## config.mk

```make
export PLATFORM = sky130hd
export DESIGN_NAME = uart_command_host
export DESIGN_NICKNAME = d
export VERILOG_FILES = /design/src/rtl/uart_command_host.sv
export SDC_FILE = /design/constraint.sdc
export NUM_CORES = 1
export LEC_CHECK = 0
export CAP_MARGIN = 20
export CORE_MARGIN = 8
export CORE_UTILIZATION = 52
export CTS_CLUSTER_DIAMETER = 60
export DETAILED_ROUTE_END_ITERATION = 6
export GPL_TIMING_DRIVEN = 1
export PLACE_DENSITY = 0.83
export SKIP_CTS_REPAIR_TIMING = 1
export SLEW_MARGIN = 40
export SYNTH_ARGS = -nofsm -noshare
export SYNTH_HDL_FRONTEND = slang
export SYNTH_SLANG_ARGS = --single-unit
```

## constraint.sdc

```tcl
create_clock -name clk -period 2.65 [get_ports clk]
set_input_delay 0.795 -clock clk [delete_from_list [all_inputs] [get_ports clk]]
set_output_delay 0.795 -clock clk [all_outputs]
set_load 0.05 [all_outputs]
```

## src/rtl/uart_command_host.sv

```systemverilog
// Host-side command initiator: serialises one command into UART frame bytes,
// then assembles the response or reports a receive error / response timeout.
module uart_command_host #(
    parameter int unsigned DATA_WIDTH          = 8,
    parameter int unsigned REGISTER_FILE_DEPTH = 16,
    parameter int unsigned TIMEOUT_CYCLES      = 1024
) (
    input  logic                                   clk,
    input  logic                                   reset,
    input  logic                                   command_valid,
    output logic                                   command_ready,
    input  logic [1:0]                             command_type,
    input  logic [$clog2(REGISTER_FILE_DEPTH)-1:0] command_address,
    input  logic [DATA_WIDTH-1:0]                  command_data_A,
    input  logic [DATA_WIDTH-1:0]                  command_data_B,
    input  logic [3:0]                             command_function,
    output logic                                   transmitter_parallel_data_valid,
    output logic [DATA_WIDTH-1:0]                  transmitter_parallel_data,
    input  logic                                   transmitter_ready,
    input  logic                                   receiver_parallel_data_valid,
    input  logic [DATA_WIDTH-1:0]                  receiver_parallel_data,
    input  logic                                   receiver_error,
    output logic                                   response_valid,
    output logic [2*DATA_WIDTH-1:0]                response_data,
    output logic                                   response_error,
    output logic                                   response_timeout
);
    localparam int unsigned ADDR_W = $clog2(REGISTER_FILE_DEPTH);
    localparam int unsigned CNT_W  = $clog2(TIMEOUT_CYCLES) + 1;

    localparam logic [1:0] T_WRITE  = 2'd0;
    localparam logic [1:0] T_READ   = 2'd1;
    localparam logic [1:0] T_ALU_OP = 2'd2;

    typedef enum logic [1:0] {S_IDLE, S_SEND, S_WAIT_RESP, S_DONE} state_t;

    state_t                  r_state, w_state_next;
    logic [1:0]              r_type, w_type_n;
    logic [ADDR_W-1:0]       r_addr, w_addr_n;
    logic [DATA_WIDTH-1:0]   r_data_a, w_data_a_n, r_data_b, w_data_b_n;
    logic [3:0]              r_func, w_func_n;
    logic [1:0]              r_tx_idx, w_tx_idx_n;
    logic                    r_rx_idx, w_rx_idx_n;
    logic [CNT_W-1:0]        r_count, w_count_n;
    logic                    r_cmd_ready, w_cmd_ready_n;
    logic                    r_tx_valid, w_tx_valid_n;
    logic [DATA_WIDTH-1:0]   r_tx_data, w_tx_data_n;
    logic                    r_resp_valid, w_resp_valid_n;
    logic [2*DATA_WIDTH-1:0] r_resp_data, w_resp_data_n;
    logic                    r_resp_error, w_resp_error_n;
    logic                    r_resp_timeout, w_resp_timeout_n;
    logic                    w_accept, w_tx_fire, w_tx_last, w_rx_last, w_timeout_hit;

    function automatic logic [DATA_WIDTH-1:0] frame_byte(
        input logic [1:0]            typ,
        input logic [1:0]            idx,
        input logic [ADDR_W-1:0]     addr,
        input logic [DATA_WIDTH-1:0] a,
        input logic [DATA_WIDTH-1:0] b,
        input logic [3:0]            fn
    );
        logic [DATA_WIDTH-1:0] w_byte;
        w_byte = '0;
        case (typ)
            T_WRITE:  w_byte = (idx == 2'd0) ? DATA_WIDTH'(8'hAA) :
                               (idx == 2'd1) ? DATA_WIDTH'(addr) : a;
            T_READ:   w_byte = (idx == 2'd0) ? DATA_WIDTH'(8'hBB) : DATA_WIDTH'(addr);
            T_ALU_OP: w_byte = (idx == 2'd0) ? DATA_WIDTH'(8'hCC) :
                               (idx == 2'd1) ? a :
                               (idx == 2'd2) ? b : DATA_WIDTH'(fn);
            default:  w_byte = (idx == 2'd0) ? DATA_WIDTH'(8'hDD) : DATA_WIDTH'(fn);
        endcase
        return w_byte;
    endfunction

    function automatic logic [1:0] last_idx(input logic [1:0] typ);
        case (typ)
            T_WRITE:  return 2'd2;
            T_ALU_OP: return 2'd3;
            default:  return 2'd1;
        endcase
    endfunction

    assign w_accept      = command_valid && r_cmd_ready;
    assign w_tx_fire     = r_tx_valid && transmitter_ready;
    assign w_tx_last     = (r_tx_idx == last_idx(r_type));
    assign w_rx_last     = (r_type == T_READ) || r_rx_idx;
    // Terminal count is registered so the pulse lands as the counter reaches TIMEOUT_CYCLES-1
    assign w_timeout_hit = (r_count == CNT_W'(TIMEOUT_CYCLES - 2));

    always_ff @(posedge clk or negedge reset) begin
        if (!reset) r_state <= S_IDLE;
        else        r_state <= w_state_next;
    end

    always_comb begin
        w_state_next = r_state;
        case (r_state)
            S_IDLE: if (w_accept) w_state_next = S_SEND;
            S_SEND: if (w_tx_fire && w_tx_last)
                        w_state_next = (r_type == T_WRITE) ? S_DONE : S_WAIT_RESP;
            S_WAIT_RESP: begin
                if (receiver_parallel_data_valid) begin
                    if (receiver_error) w_state_next = S_IDLE;
                    else if (w_rx_last) w_state_next = S_DONE;
                end else if (w_timeout_hit) begin
                    w_state_next = S_IDLE;
                end
            end
            default: w_state_next = S_IDLE;
        endcase
    end

    always_comb begin
        w_type_n = r_type;  w_addr_n = r_addr;  w_data_a_n = r_data_a;
        w_data_b_n = r_data_b;  w_func_n = r_func;
        w_tx_idx_n = r_tx_idx;  w_rx_idx_n = r_rx_idx;  w_count_n = r_count;
        w_cmd_ready_n = r_cmd_ready;  w_tx_valid_n = r_tx_valid;  w_tx_data_n = r_tx_data;
        w_resp_data_n = r_resp_data;
        w_resp_valid_n = 1'b0;  w_resp_error_n = 1'b0;  w_resp_timeout_n = 1'b0;
        case (r_state)
            S_IDLE: if (w_accept) begin
                w_type_n = command_type;  w_addr_n = command_address;
                w_data_a_n = command_data_A;  w_data_b_n = command_data_B;
                w_func_n = command_function;
                w_tx_idx_n = '0;  w_rx_idx_n = 1'b0;  w_resp_data_n = '0;
                w_cmd_ready_n = 1'b0;  w_tx_valid_n = 1'b1;
                w_tx_data_n = frame_byte(command_type, 2'd0, command_address,
                                         command_data_A, command_data_B, command_function);
            end
            S_SEND: if (w_tx_fire) begin
                if (w_tx_last) begin
                    w_tx_valid_n = 1'b0;  w_tx_data_n = '0;  w_tx_idx_n = '0;
                    w_count_n = '0;
                    w_resp_valid_n = (r_type == T_WRITE);
                end else begin
                    w_tx_idx_n  = r_tx_idx + 2'd1;
                    w_tx_data_n = frame_byte(r_type, r_tx_idx + 2'd1, r_addr,
                                             r_data_a, r_data_b, r_func);
                end
            end
            S_WAIT_RESP: begin
                // A received byte always beats a coincident terminal count
                if (receiver_parallel_data_valid) begin
                    w_count_n = '0;
                    if (receiver_error) begin
                        w_resp_error_n = 1'b1;  w_resp_data_n = '0;  w_cmd_ready_n = 1'b1;
                    end else begin
                        if (r_rx_idx) w_resp_data_n[2*DATA_WIDTH-1:DATA_WIDTH] = receiver_parallel_data;
                        else          w_resp_data_n[DATA_WIDTH-1:0] = receiver_parallel_data;
                        if (r_type == T_READ) w_resp_data_n[2*DATA_WIDTH-1:DATA_WIDTH] = '0;
                        if (w_rx_last) w_resp_valid_n = 1'b1;
                        else           w_rx_idx_n = 1'b1;
                    end
                end else begin
                    w_count_n = r_count + CNT_W'(1);
                    if (w_timeout_hit) begin
                        w_resp_timeout_n = 1'b1;  w_resp_data_n = '0;  w_cmd_ready_n = 1'b1;
                    end
                end
            end
            default: w_cmd_ready_n = 1'b1;
        endcase
    end

    always_ff @(posedge clk or negedge reset) begin
        if (!reset) begin
            r_type <= '0;  r_addr <= '0;  r_data_a <= '0;  r_data_b <= '0;  r_func <= '0;
            r_tx_idx <= '0;  r_rx_idx <= 1'b0;  r_count <= '0;
            r_cmd_ready <= 1'b1;  r_tx_valid <= 1'b0;  r_tx_data <= '0;
            r_resp_valid <= 1'b0;  r_resp_data <= '0;
            r_resp_error <= 1'b0;  r_resp_timeout <= 1'b0;
        end else begin
            r_type <= w_type_n;  r_addr <= w_addr_n;  r_data_a <= w_data_a_n;
            r_data_b <= w_data_b_n;  r_func <= w_func_n;
            r_tx_idx <= w_tx_idx_n;  r_rx_idx <= w_rx_idx_n;  r_count <= w_count_n;
            r_cmd_ready <= w_cmd_ready_n;  r_tx_valid <= w_tx_valid_n;  r_tx_data <= w_tx_data_n;
            r_resp_valid <= w_resp_valid_n;  r_resp_data <= w_resp_data_n;
            r_resp_error <= w_resp_error_n;  r_resp_timeout <= w_resp_timeout_n;
        end
    end

    assign command_ready                   = r_cmd_ready;
    assign transmitter_parallel_data_valid = r_tx_valid;
    assign transmitter_parallel_data       = r_tx_data;
    assign response_valid                  = r_resp_valid;
    assign response_data                   = r_resp_data;
    assign response_error                  = r_resp_error;
    assign response_timeout                = r_resp_timeout;
endmodule

```

run_1/metal_stack.png
(4 px per um) Two of the layers only.
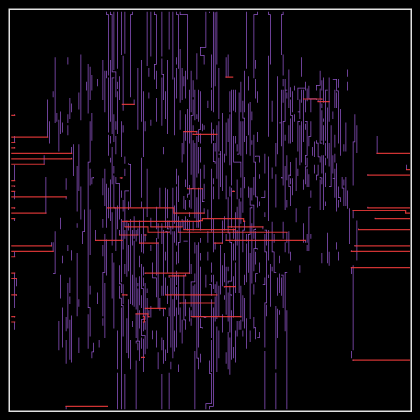
Key: met3 = red [wire length 486 um]; met2 = purple [wire length 4,250 um]
Routed WL: 8737 um
GRT Util Overall: 18.21%
DR vias: 2,935

run_1/gate_families.png
(4 px per um)
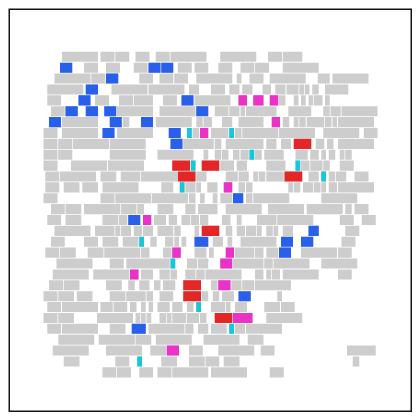
Key: inverters = cyan [cells 12]; AND and OR gates = magenta [cells 14]; adder and majority cells = red [cells 9]; AND-OR and OR-AND gates = blue [cells 26]
most frequent logic cell in the layout: dfrtp_1
post-route insts no fill: 506
Comb area share: 37.95%

run_1/wire_density.png
(3 px per um) 20 x 20 tiles, from dark purple (low) to yellow (high), scaled to the fullest tile. Values are wire area over tile area, all layers added.
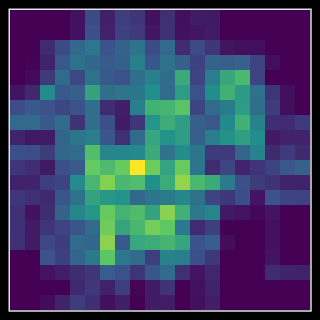
The densest ninth of the die: centre. The emptiest ninth of the die: lower right. The fullest tile reaches 0.57.

==> flow_summary_export.csv, run 1 <==
group,metric,value,unit
routing,drt_first_pass_iters,4,
finish,final_area,4682,um2
setup_path,critPathMaxFanout,4,
global_routing,grt_max_degree,72,
timing,post-route-period-util,95.33,%
power,combPwrFrac,51.2,%
setup_path,reg2reg_depth,7,
clocking,htree_levels,3,
global_routing,grt_pass1_vias,2977,
power,vdd_ir_drop_max,0.0005321,V
flow_run,warnings,32,
setup_path,endpoint_kind,"output port",
placement,dp_hpwl,6474,um
logic_synthesis,syn_area_per_cell,11.05,um2
logic_synthesis,top_area_cell,"dfrtp_1",
setup_path,crit_required,1.86,ns
clocking,ctsLongestPathBuffers,2,
timing,fin_skew,0.01064,ns
run_status,status,"finished, final reports clean",
logic_synthesis,synth_area,3679,um2
power,power.density,1175,nW/um2
power,p_sw_share,43.74,%
finish,finalNetCount,454,
routing,detail_route.wl_per_cell,17.27,um
logic_synthesis,edf_count,0,
setup_path,crit_arrival,1.73,ns
logic_synthesis,ys_area,3679,um2
clocking,clockRootBuffer,"clkbuf_8",
clocking,cts_buffers,9,
placement,place_congestion,0.8600,
setup_path,path_class,"flop to output port",
floorplan,placementRows,30,
clocking,clock.latency.late_pin,0.34,ns
timing,worst_pin_slew,0.6801,ns
power,p_int,3096,uW
logic_synthesis,area_leaders,"dfrtp_1 (48%), mux2_2 (8.9%), a22o_1 (3.8%), ha_1 (3.1%), o21ai_0 (2.4%)",
setup_path,startpoint_type,"flop",
setup_path,path_cells,"clkdlybuf4s50_1",
finish,drive_above_1_share,17.56,%
clocking,cts.reportedPaths.clkPinSlew,0.08,ns
floorplan,pin_count,69,
setup_path,r2r_setup_slack,0.43,ns
flow_run,cap_violations,0,
logic_synthesis,yosysUniqueCellTypes,63,
global_routing,grtUsageMet1,22.82,%
power,switchingPower,2407,uW
placement,pre_cts_ws,0.1448,ns
logic_synthesis,yosysWarnings,0,
routing,drcViolationCount,0,
logic_synthesis,ys_ff,71,
timing,rsz0062_at_grt,"false",
setup_path,max_stage_delay,0.82,ns
power,leakage,0.001934,uW
setup_path,cp_slowest_cell,"clkdlybuf4s50_1",
floorplan,die_area,10020,um2
-- run 1: final timing paths --
check | start | endpoint
max in group asynchronous | reset | command_ready
worst min register to register | r_count[10] | r_count[10]
worst max-delay path | command_ready | command_ready
worst min-delay path | reset | response_timeout
min in group clk | r_count[10] | r_count[10]
worst max register to register | r_state[1] | r_count[10]
-- run 1: flip-flops by register name, summed over array words and instances (netlist names) --
register and count:
command_ready 1, r_tx_idx 2, r_state 2, transmitter_parallel_data 8, response_timeout 1, response_error 1
r_data_a 8, transmitter_parallel_data_valid 1, response_valid 1, response_data 16, r_type 2, r_addr 4
r_func 4, r_rx_idx 1, r_count 11, r_data_b 8
-- run 1: final cells by class --
class,instances,area (um2)
sequential,71,1778
clock inverter,6,68.82
timing repair buffer,77,755.7
multi-input combinational,234,1777
inverter,12,45.04
fill,536,2150
clock buffer,10,137.6
tap,96,120.1
-- run 1: synthesized netlist by cell type (2+ instances only) --
library cell  count
o211ai_1          5
o22ai_1           2
o31ai_1           8
a31oi_1           9
nand3b_1          4
o32ai_1           3
a21oi_1           5
nand3_1           9
nand4_2           2
mux2i_1           3
and4_1            2
mux2_2           29
o21ai_2           2
nor2b_1           4
a211oi_1          4
inv_1            12
ha_1              9
dfrtp_1          70
o21ai_0          18
nor2_1           20
clkbuf_1          9
and2_1            6
nand4b_1          2
and3_1            2
nand2b_1          6
o22a_1            4
o21ai_1           6
nor3_1            5
nand2_2           2
buf_6             2
o41ai_2           2
buf_2             3
nand2_1          17
o21a_1            2
a22o_1           16
buf_1             2
-- run 1: layer usage --
| metal | vias up | routed length (um) |
|---|---|---|
| met4 | 0 | 171 |
| li1 | 1394 | - |
| met5 | - | 0 |
| met1 | 1439 | 3828 |
| met3 | 13 | 486 |
| met2 | 89 | 4251 |
-- run 1: cells by family after synthesis --
kind of cell | count (synthesis) | synth area share, %
simple gates | 91 | 14.76
fa+ha+maj | 9 | 3.061
compound gates | 101 | 20.54
mux | 32 | 9.694
buf+inv | 28 | 3.367
xor+xnor | 1 | 0.2381
flops | 71 | 48.33
-- run 1: power groups by stage --
stage | Sequential, uW | Clock (uW) | Combinational (uW)
3_3_place_gp | 1800 | 0 | 2710
5_1_grt | 1860 | 940 | 3040
3_5_place_dp | 1820 | 0 | 2800
2_1_floorplan | 2150 | 0 | 1640
4_1_cts | 1800 | 896 | 2820
6_report | 1810 | 877 | 2820
-- run 1: metrics by stage --
stage / util, % / total power, uW / std cells
5_1_grt: 68.53 / 5843 / 506
4_1_cts: 68.53 / 5516 / 506
3_5_place_dp: 65.51 / 4613 / 490
6_report: 68.53 / 5503 / 506
3_3_place_gp: 65.51 / 4505 / 490
2_1_floorplan: - / 3796 / 333
==> inputs of run 2 (changes only) <==
- CAP_MARGIN: 20 -> unset
run_2/wire_density.png
(3 px per um) 20 x 20 tiles, from dark purple (low) to yellow (high), scaled to the fullest tile. Values are wire area over tile area, all layers added.
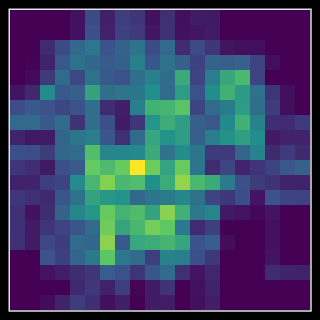
The densest ninth of the die: centre. The emptiest ninth of the die: lower right. 14% of the tiles are over half the peak. The fullest tile reaches 0.57. 20% of the tiles are nearly empty. The mean over all tiles is 0.14.
WL per Instance: 17.27 um

run_2/zoom.png
Window x 35 to 65, y 35 to 65 um. Cells in grey, sequential cells in the stronger grey; small squares are vias.
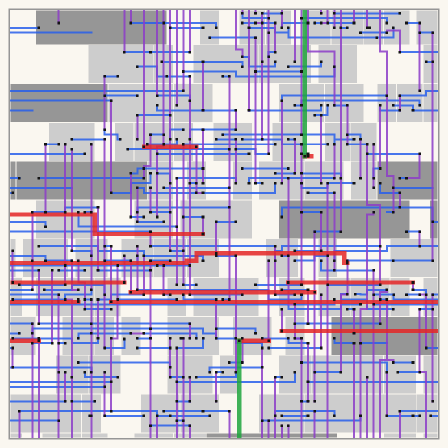
Key: met4 = green; met3 = red; met2 = purple; met1 = blue
77 logic cells have their middle in the window. Netlist names of flops here include `r_state` (2), `transmitter_parallel_data` (2). Sequential cells in the window: 5. Most frequent: o21ai_0 (8), nor2_1 (7).

==> run 2 against run 1 <==
Against the previous run:
- power is the same
- die size is the same
- worst hold slack is the same
- critical path type unchanged
- largest power group unchanged
==> flow_summary_export.csv, run 2 <==
group,metric,value,unit
global_routing,grt_pass1_vias,2977,
routing,met1_length,3828,um
timing,fin_skew,0.01064,ns
power,p_int,3096,uW
finish,largest_reg_flops,16,
flow_run,cap_violations,0,
run_status,status,"finished, final reports clean",
floorplan,placementRows,30,
power,leakage,0.001934,uW
logic_synthesis,synthAdderAreaFrac,3.061,%
finish,final_util,68.53,%
routing,top_layer,"met4",
setup_path,path_cells,"clkdlybuf4s50_1",
finish,layout_top_cell,"dfrtp_1",
setup_path,cp_slowest_cell,"clkdlybuf4s50_1",
logic_synthesis,synthAoiAreaFrac,20.54,%
logic_synthesis,yosysUniqueCellTypes,63,
routing,wl_met3,486,um
finish,final_area,4682,um2
logic_synthesis,ys_area,3679,um2
setup_path,path_class,"flop to output port",
setup_path,r2r_setup_slack,0.43,ns
global_routing,track_usage,18.21,%
logic_synthesis,yosysMostFrequentCell,"dfrtp_1",
timing,worst_pin_slew,0.6801,ns
clocking,cts.reportedPaths.clkPinSlew,0.08,ns
power,p_sw_share,43.74,%
clocking,cts_buffers,9,
routing,drcViolationCount,0,
setup_path,crit_required,1.86,ns
logic_synthesis,ys_ff,71,
timing,rsz0062_at_grt,"false",
floorplan,die_area,10020,um2
power,combPwrFrac,51.2,%
setup_path,reg2reg_depth,7,
logic_synthesis,top_area_cell,"dfrtp_1",
power,power.density,1175,nW/um2
finish,fillers,536,
flow_run,warnings,32,
logic_synthesis,yosys.area_share.simple,14.76,%
setup_path,max_stage_delay,0.82,ns
setup_path,reg2reg_from,"r_state[1]",
routing,drt_wl_total,8737,um
clocking,ctsLongestPathBuffers,2,
global_routing,grt_max_degree,72,
logic_synthesis,common_cells,"dfrtp_1 (70), mux2_2 (29), nor2_1 (20)",
finish,drive_above_1_share,17.56,%
floorplan,pin_count,69,
setup_path,endpoint_kind,"output port",
setup_path,crit_arrival,1.73,ns
routing,route.met2.wl,4251,um
setup_path,startpoint_type,"flop",
clocking,htree_levels,3,
logic_synthesis,area_leaders,"dfrtp_1 (48%), mux2_2 (8.9%), a22o_1 (3.8%), ha_1 (3.1%), o21ai_0 (2.4%)",
logic_synthesis,synth-xor-area-share,0.2381,%
setup_path,r2r-end,"r_count[10]",
placement,place_congestion,0.8600,
run_2/metal_stack.png
(4 px per um) Two of the layers only.
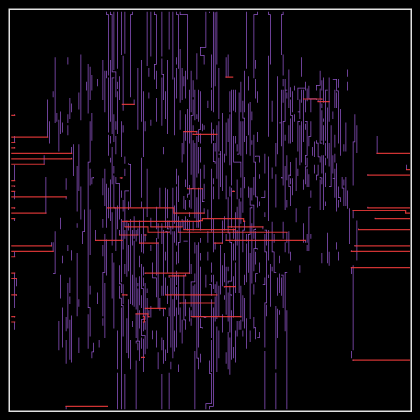
Key: met2 = purple [wire length 4,250 um]; met3 = red [wire length 486 um]

==> run 2: worst max path at each step <==
stage	depth (start not counted)	start	slack, ns	endpoint
3_3_place_gp	5	receiver_parallel_data_valid	0.22	response_data[13]
4_1_cts	1	command_ready	0.11	command_ready
3_5_place_dp	5	receiver_parallel_data_valid	0.14	response_data[14]
6_report	1	command_ready	0.12	command_ready
2_1_floorplan	4	receiver_error	0.73	response_data[10]
5_1_grt	1	command_ready	0.08	command_ready
==> run 2: per-layer routing <==
| metal | vias to the layer above | track usage, % |
|---|---|---|
| li1 | 1394 | - |
| met1 | 1439 | 22.82 |
| met3 | 13 | 3.737 |
| met4 | 0 | 8.140 |
| met2 | 89 | 29.55 |
| met5 | - | 0 |
==> run 2: power by group through the flow <==
stage / Sequential [uW] / Combinational [uW] / Clock (uW)
floorplan: 2150 / 1640 / 0
global placement: 1800 / 2710 / 0
detailed placement: 1820 / 2800 / 0
CTS: 1800 / 2820 / 896
global route: 1860 / 3040 / 940
finish: 1810 / 2820 / 877
==> run 2: kinds of logic after synthesis <==
logic type	count (synthesis)
DFF	71
and+or+nand+nor	91
AOI/OAI and AO/OA	101
muxes	32
buffers and inverters	28
xor gates and xnor gates	1
adders and majority gates	9
==> run 2: cell type report <==
class	instances	area [um2]	area share (%)
clock inverter	6	68.82	1.470
multi-input combinational	234	1777	37.95
tap	96	120.1	2.565
clock buffer	10	137.6	2.940
timing repair buffer	77	755.7	16.14
inverter	12	45.04	0.9621
sequential	71	1778	37.97
==> run 2: stage by stage <==
| step | hold WS (ns) | setup WS, ns | power [uW] | std cells |
|---|---|---|---|---|
| 2_1_floorplan | 0.4359 | 0.7257 | 3796 | 333 |
| 6_report | 0.4697 | 0.1238 | 5503 | 506 |
| 3_3_place_gp | 0.4713 | 0.2193 | 4505 | 490 |
| 4_1_cts | 0.4858 | 0.1127 | 5516 | 506 |
| 5_1_grt | 0.4963 | 0.07678 | 5843 | 506 |
| 3_5_place_dp | 0.4777 | 0.1448 | 4613 | 490 |
Power is estimated from default activity; no workload was simulated.
